--- src/rtl/serial_adder_pkg.sv ---
// Shared definitions for the digit-serial adder: FSM state encoding and
// the parameter sanity check used at elaboration time.
package serial_adder_pkg;

  typedef enum logic [1:0] {
    ST_IDLE = 2'd0,
    ST_RUN  = 2'd1,
    ST_DONE = 2'd2
  } state_t;

  // Operand width must split into a whole number of digits.
  function automatic bit width_ok(input int width, input int digit);
    return (digit > 0) && (width >= digit) && ((width % digit) == 0);
  endfunction

endpackage

--- src/rtl/rca_digit.sv ---
// Combinational DIGIT-bit ripple-carry slice. Also exposes the carry into
// the slice MSB so the caller can derive signed overflow on the top digit.
module rca_digit #(
  parameter int DIGIT = 2
) (
  input  logic [DIGIT-1:0] i_a,
  input  logic [DIGIT-1:0] i_b,
  input  logic             i_cin,
  output logic [DIGIT-1:0] o_s,
  output logic             o_cout,
  output logic             o_cmsb
);

  logic [DIGIT:0] w_c;

  assign w_c[0] = i_cin;

  // One full-adder cell per bit, carry rippling upward.
  generate
    for (genvar gi = 0; gi < DIGIT; gi++) begin : g_fa
      assign o_s[gi]    = i_a[gi] ^ i_b[gi] ^ w_c[gi];
      assign w_c[gi+1]  = (i_a[gi] & i_b[gi]) | (w_c[gi] & (i_a[gi] ^ i_b[gi]));
    end
  endgenerate

  assign o_cout = w_c[DIGIT];
  assign o_cmsb = w_c[DIGIT-1];

endmodule

--- src/rtl/serial_adder_n.sv ---
// Digit-serial adder/subtractor: adds DIGIT bits per clock, LSB digit first,
// over WIDTH/DIGIT RUN cycles, then presents the result with a done pulse.
module serial_adder_n
  import serial_adder_pkg::*;
#(
  parameter int WIDTH = 8,
  parameter int DIGIT = 2
) (
  input  logic             clk,
  input  logic             rst_n,
  input  logic             start,
  input  logic             sub,
  input  logic [WIDTH-1:0] a,
  input  logic [WIDTH-1:0] b,
  input  logic             cin,
  output logic             busy,
  output logic             done,
  output logic [WIDTH-1:0] sum,
  output logic             cout,
  output logic             ovf
);

  localparam int N     = WIDTH / DIGIT;
  localparam int CNT_W = (N > 1) ? $clog2(N) : 1;
  localparam logic [CNT_W-1:0] LAST_CNT = CNT_W'(N - 1);

  generate
    if (!width_ok(WIDTH, DIGIT)) begin : g_param_check
      $error("serial_adder_n: WIDTH must be a positive multiple of DIGIT");
    end
  endgenerate

  state_t           r_state;
  state_t           w_state_next;
  logic             w_capture;
  logic             w_run;
  logic             w_last;

  // Operand shift registers; b is stored already inverted for subtraction.
  logic [WIDTH-1:0] r_a;
  logic [WIDTH-1:0] r_b;
  logic             r_carry;
  logic [CNT_W-1:0] r_cnt;
  logic [WIDTH-1:0] r_acc;
  logic [WIDTH-1:0] w_acc_next;

  logic [WIDTH-1:0] r_sum;
  logic             r_cout;
  logic             r_ovf;

  logic [DIGIT-1:0] w_ds;
  logic             w_dcout;
  logic             w_dcmsb;

  rca_digit #(
    .DIGIT (DIGIT)
  ) u_rca_digit (
    .i_a    (r_a[DIGIT-1:0]),
    .i_b    (r_b[DIGIT-1:0]),
    .i_cin  (r_carry),
    .o_s    (w_ds),
    .o_cout (w_dcout),
    .o_cmsb (w_dcmsb)
  );

  // New digit enters at the top; after N cycles digit 0 sits at the bottom.
  generate
    if (N == 1) begin : g_acc_single
      assign w_acc_next = w_ds;
    end else begin : g_acc_shift
      assign w_acc_next = {w_ds, r_acc[WIDTH-1:DIGIT]};
    end
  endgenerate

  // State register.
  always_ff @(posedge clk or negedge rst_n) begin
    if (!rst_n) begin
      r_state <= ST_IDLE;
    end else begin
      r_state <= w_state_next;
    end
  end

  // Next-state and control decode; start is only looked at in IDLE.
  always_comb begin
    w_state_next = r_state;
    w_capture    = 1'b0;
    w_run        = 1'b0;
    w_last       = 1'b0;
    case (r_state)
      ST_IDLE: begin
        if (start) begin
          w_capture    = 1'b1;
          w_state_next = ST_RUN;
        end
      end
      ST_RUN: begin
        w_run = 1'b1;
        if (r_cnt == LAST_CNT) begin
          w_last       = 1'b1;
          w_state_next = ST_DONE;
        end
      end
      ST_DONE: begin
        w_state_next = ST_IDLE;
      end
      default: begin
        w_state_next = ST_IDLE;
      end
    endcase
  end

  // Operand capture, per-digit shifting and carry/count bookkeeping.
  always_ff @(posedge clk or negedge rst_n) begin
    if (!rst_n) begin
      r_a     <= '0;
      r_b     <= '0;
      r_carry <= 1'b0;
      r_cnt   <= '0;
      r_acc   <= '0;
    end else if (w_capture) begin
      r_a     <= a;
      r_b     <= sub ? ~b : b;
      r_carry <= sub ? 1'b1 : cin;
      r_cnt   <= '0;
      r_acc   <= '0;
    end else if (w_run) begin
      r_a     <= r_a >> DIGIT;
      r_b     <= r_b >> DIGIT;
      r_carry <= w_dcout;
      r_cnt   <= r_cnt + 1'b1;
      r_acc   <= w_acc_next;
    end
  end

  // Result registers load only when the last digit completes.
  always_ff @(posedge clk or negedge rst_n) begin
    if (!rst_n) begin
      r_sum  <= '0;
      r_cout <= 1'b0;
      r_ovf  <= 1'b0;
    end else if (w_last) begin
      r_sum  <= w_acc_next;
      r_cout <= w_dcout;
      r_ovf  <= w_dcout ^ w_dcmsb;
    end
  end

  assign busy = (r_state == ST_RUN);
  assign done = (r_state == ST_DONE);
  assign sum  = r_sum;
  assign cout = r_cout;
  assign ovf  = r_ovf;

endmodule
--- config.mk ---
export PLATFORM = sky130hd
export DESIGN_NAME = serial_adder_n
export DESIGN_NICKNAME = d
export VERILOG_FILES = /design/src/rtl/serial_adder_pkg.sv /design/src/rtl/rca_digit.sv /design/src/rtl/serial_adder_n.sv
export SDC_FILE = /design/constraint.sdc
export NUM_CORES = 1
export LEC_CHECK = 0
export ABC_CLOCK_PERIOD_IN_PS = 4600
export CAP_MARGIN = 5
export CORE_UTILIZATION = 30
export CTS_CLUSTER_DIAMETER = 40
export DETAILED_ROUTE_END_ITERATION = 6
export SYNTH_ARGS = -nofsm -noshare
export SYNTH_HDL_FRONTEND = slang
export SYNTH_SLANG_ARGS = --single-unit
--- constraint.sdc ---
create_clock -name clk -period 4.6 [get_ports clk]
set_input_delay 0.92 -clock clk [delete_from_list [all_inputs] [get_ports clk]]
set_output_delay 0.92 -clock clk [all_outputs]
set_load 0.05 [all_outputs]
Figure 1. Metal layers overlaid.
Scale bar: 20 microns.
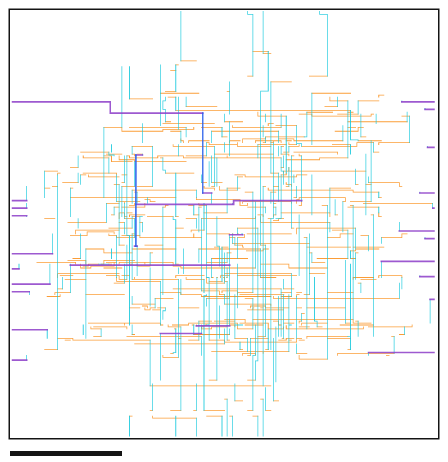
Key: orange = metal 1 [wire length 1,570 microns]; purple = metal 3 [wire length 191 microns]; blue = metal 4 [wire length 30.6 microns]; cyan = metal 2 [wire length 1,440 microns]
wire length after detailed routing: 3240 microns
total via count after detailed routing: 1,194

Figure 2. Pin placement.
Pins as bars across the die edge, other pins in grey.
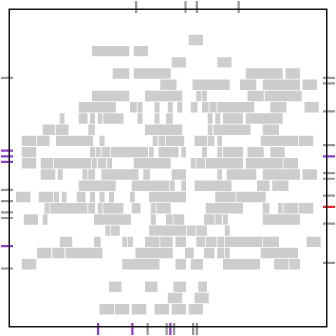
Key: purple = b [pins 8, direction input, edge 4 west, 3 south, 1 east]; red = ovf [pins 1, direction output, edge east]
All pins by edge: 11 east, 10 west, 8 south, 4 north.

==> notes.md <==
Physical implementation

The run finished with clean final reports. The total overflow left after global routing is 0. The tally of buffers added on design ports is 32. In this run the biggest area consumer among cell types represents a little under three fifths of the synthesized area. In this design, the stage delay of the slowest critical-path cell is 0.87 ns. The class occupying the most area after layout is reported as registers.

The total net switching power is roughly 640 uW. The peak ir drop on the vdd network is about 0.00029 V. Setup violations remaining at the end of the flow were counted as 0. The area growth from synthesis to layout is 26.4%. The met3 demand-to-capacity share in global routing is 3.71%. The portion of total power attributed to the clock network is 14.7%.

According to the finish report, the design has a final net count of 212. The via count of the first global-routing pass is 1,105. For reference, simple AND, OR, NAND and NOR cells occupy 16.6% of the area reported after synthesis. For the clock group, total power comes out at approximately 220 uW. The number of maximum-capacitance violations recorded for the run is 0. The floorplan-stage core utilization is 31.9%. The distinct cell type count of the synthesized netlist is 28.

The first global-routing pass estimated 5580 microns of wire. The multi-input combinational cells in the finished layout cover a total of 662 sq um. Per STA, the worst path accumulates the most delay in the family buffers and inverters. The final worst setup slack is 1.45 ns.

Per the post-route antenna check, the number of violating nets is 0. The clock root buffer is clkbuf_8. In the detailed route, the total length drawn on met3 is between 150 and 200 microns. The transition time recorded at the tightest slew-check pin is ~0.9 ns.

The total instance count after detailed placement is 251. The sequential fraction of the synthesis area is 55.4%. The net count after synthesis is 180. The element type at the critical path start is a flop. The multi-input gate share of the layout cell area is about a third. Yosys shows that the main logic family after synthesis is simple AND/OR/NAND/NOR gates. The top cell types in the final layout, fill and taps aside, are 37 x nand2_1, 37 x dfrtp_1, 32 x clkdlybuf4s50_1, 11 x nand3_1, 9 x mux2_2.

The detailed-router iteration count before antenna repair is 7. After global routing, the most crowded layer is met2. The number of antenna violations at the first check in global routing is 0. Per the layout report, the design carries 4 non-clock inverters. The sink count of the clock tree is 37. The DRC violation total left in the routed layout is recorded as 0. The pin count of the biggest net entering global routing is 38.

The hold buffer count at CTS is 0. The final cycle utilization of the critical path is 68.5%. The static leakage is between 0.0009 and 0.001 uW. In the CTS report, the clock slew at the register clock pins of the worst setup and hold paths is listed as roughly 0.070 ns. The biggest fanout along the worst timing path is 21. The worst-path cell with the longest stage delay is clkdlybuf4s50_1. OpenSTA lists the critical path startpoint as r_state[1]. The sequential share of power is 38.1%. The met2 capacity usage during global routing is 17.5%. The CTS buffer count is 5. Registers take 926 sq um. The met1 usage is 17.4%. The Yosys chip area is 0.00167 sq mm. The post-synthesis mux area share is 6.07%. The count of instantiated cells in the yosys netlist is 156. The final critical delay including setup and external delays is 3.15 ns.

The internal power contribution is 880 uW. Overall power consumption after layout is estimated at roughly 1500 uW. The wire length the detailed router placed on met1 is around 1600 microns. In this run the mean area of a mapped cell was 10.7 sq um.

The maximum buffer depth of the clock tree is 2. Non-clock buffers in the final layout number 34. Ranked by power, first place goes to combinational logic. Per the final layout report, the fraction of cells sized above drive strength 1 comes to 11.2%. The instance tally after logic synthesis is about 160. The placed cell area is 0.00203 sq mm.

The post-CTS setup-driven buffer insertion count is 0. The cell type that accounts for the most area after synthesis is dfrtp_1. The type of the worst min-delay path is reg -> reg. According to the timing report, the arrival time at the worst endpoint equals about 2.2 ns.

The fraction of the core area covered by cells at the end of the flow is 40.3%. The mean number of vias per cell is 4.63. The number of fill cells in the layout is 527.

The combinational logic power is around 720 uW. The number of DRC violations after detailed-routing iteration 0 is 85. The final-layout non-clock buffer area share is 15.9%. For this run, the number of standard cells in the final layout without fillers is 258. The area fraction in full adders, half adders and majority gates is 3.15%. The critical setup path kind is reg -> out. The area enclosed by the die boundary is 0.00587 sq mm. Counting both buffers and inverters, the worst setup path holds a total of 3. The number of max-slew violations in the final report is 0. The required time at the worst-slack endpoint is 3.68 ns. The total of cells resized after clock tree synthesis is 0.

The total length of routed met2 wires is 1440 microns. The startpoint of the tightest hold check path is ovf. TritonRoute output was used to compute an average wire per cell of 12.5 microns. The die is about 77 microns tall. The total non-filler cell area in the finished layout is 0.00211 sq mm.

There are 37 flip-flops and latches.
## worst min path at each step
stage               end  slack (ns)  cells after the start
4_1_cts             ovf        0.49                      2
2_1_floorplan  r_acc[2]        0.46                      2
5_1_grt          sum[2]        0.52                      1
3_5_place_dp        ovf        0.47                      2
6_report            ovf        0.48                      2
3_3_place_gp        ovf        0.46                      2
## cell usage after synthesis
master,n
nor3b_1,1
nand3b_1,1
xor2_1,6
nand3_1,11
buf_2,3
clkbuf_1,2
dfrtp_1,37
fa_1,2
a22oi_1,3
inv_1,3
nor2b_1,2
nor2_1,7
o21ai_0,6
or3b_1,1
mux2_2,9
buf_6,4
ha_1,1
o21bai_1,1
inv_2,1
xnor2_1,3
a222oi_1,2
o21ai_2,2
nand2b_1,1
and3b_1,1
nand2_1,37
or2_2,1
a31oi_1,7
a221o_1,1
Power and IR drop assume default switching activity.
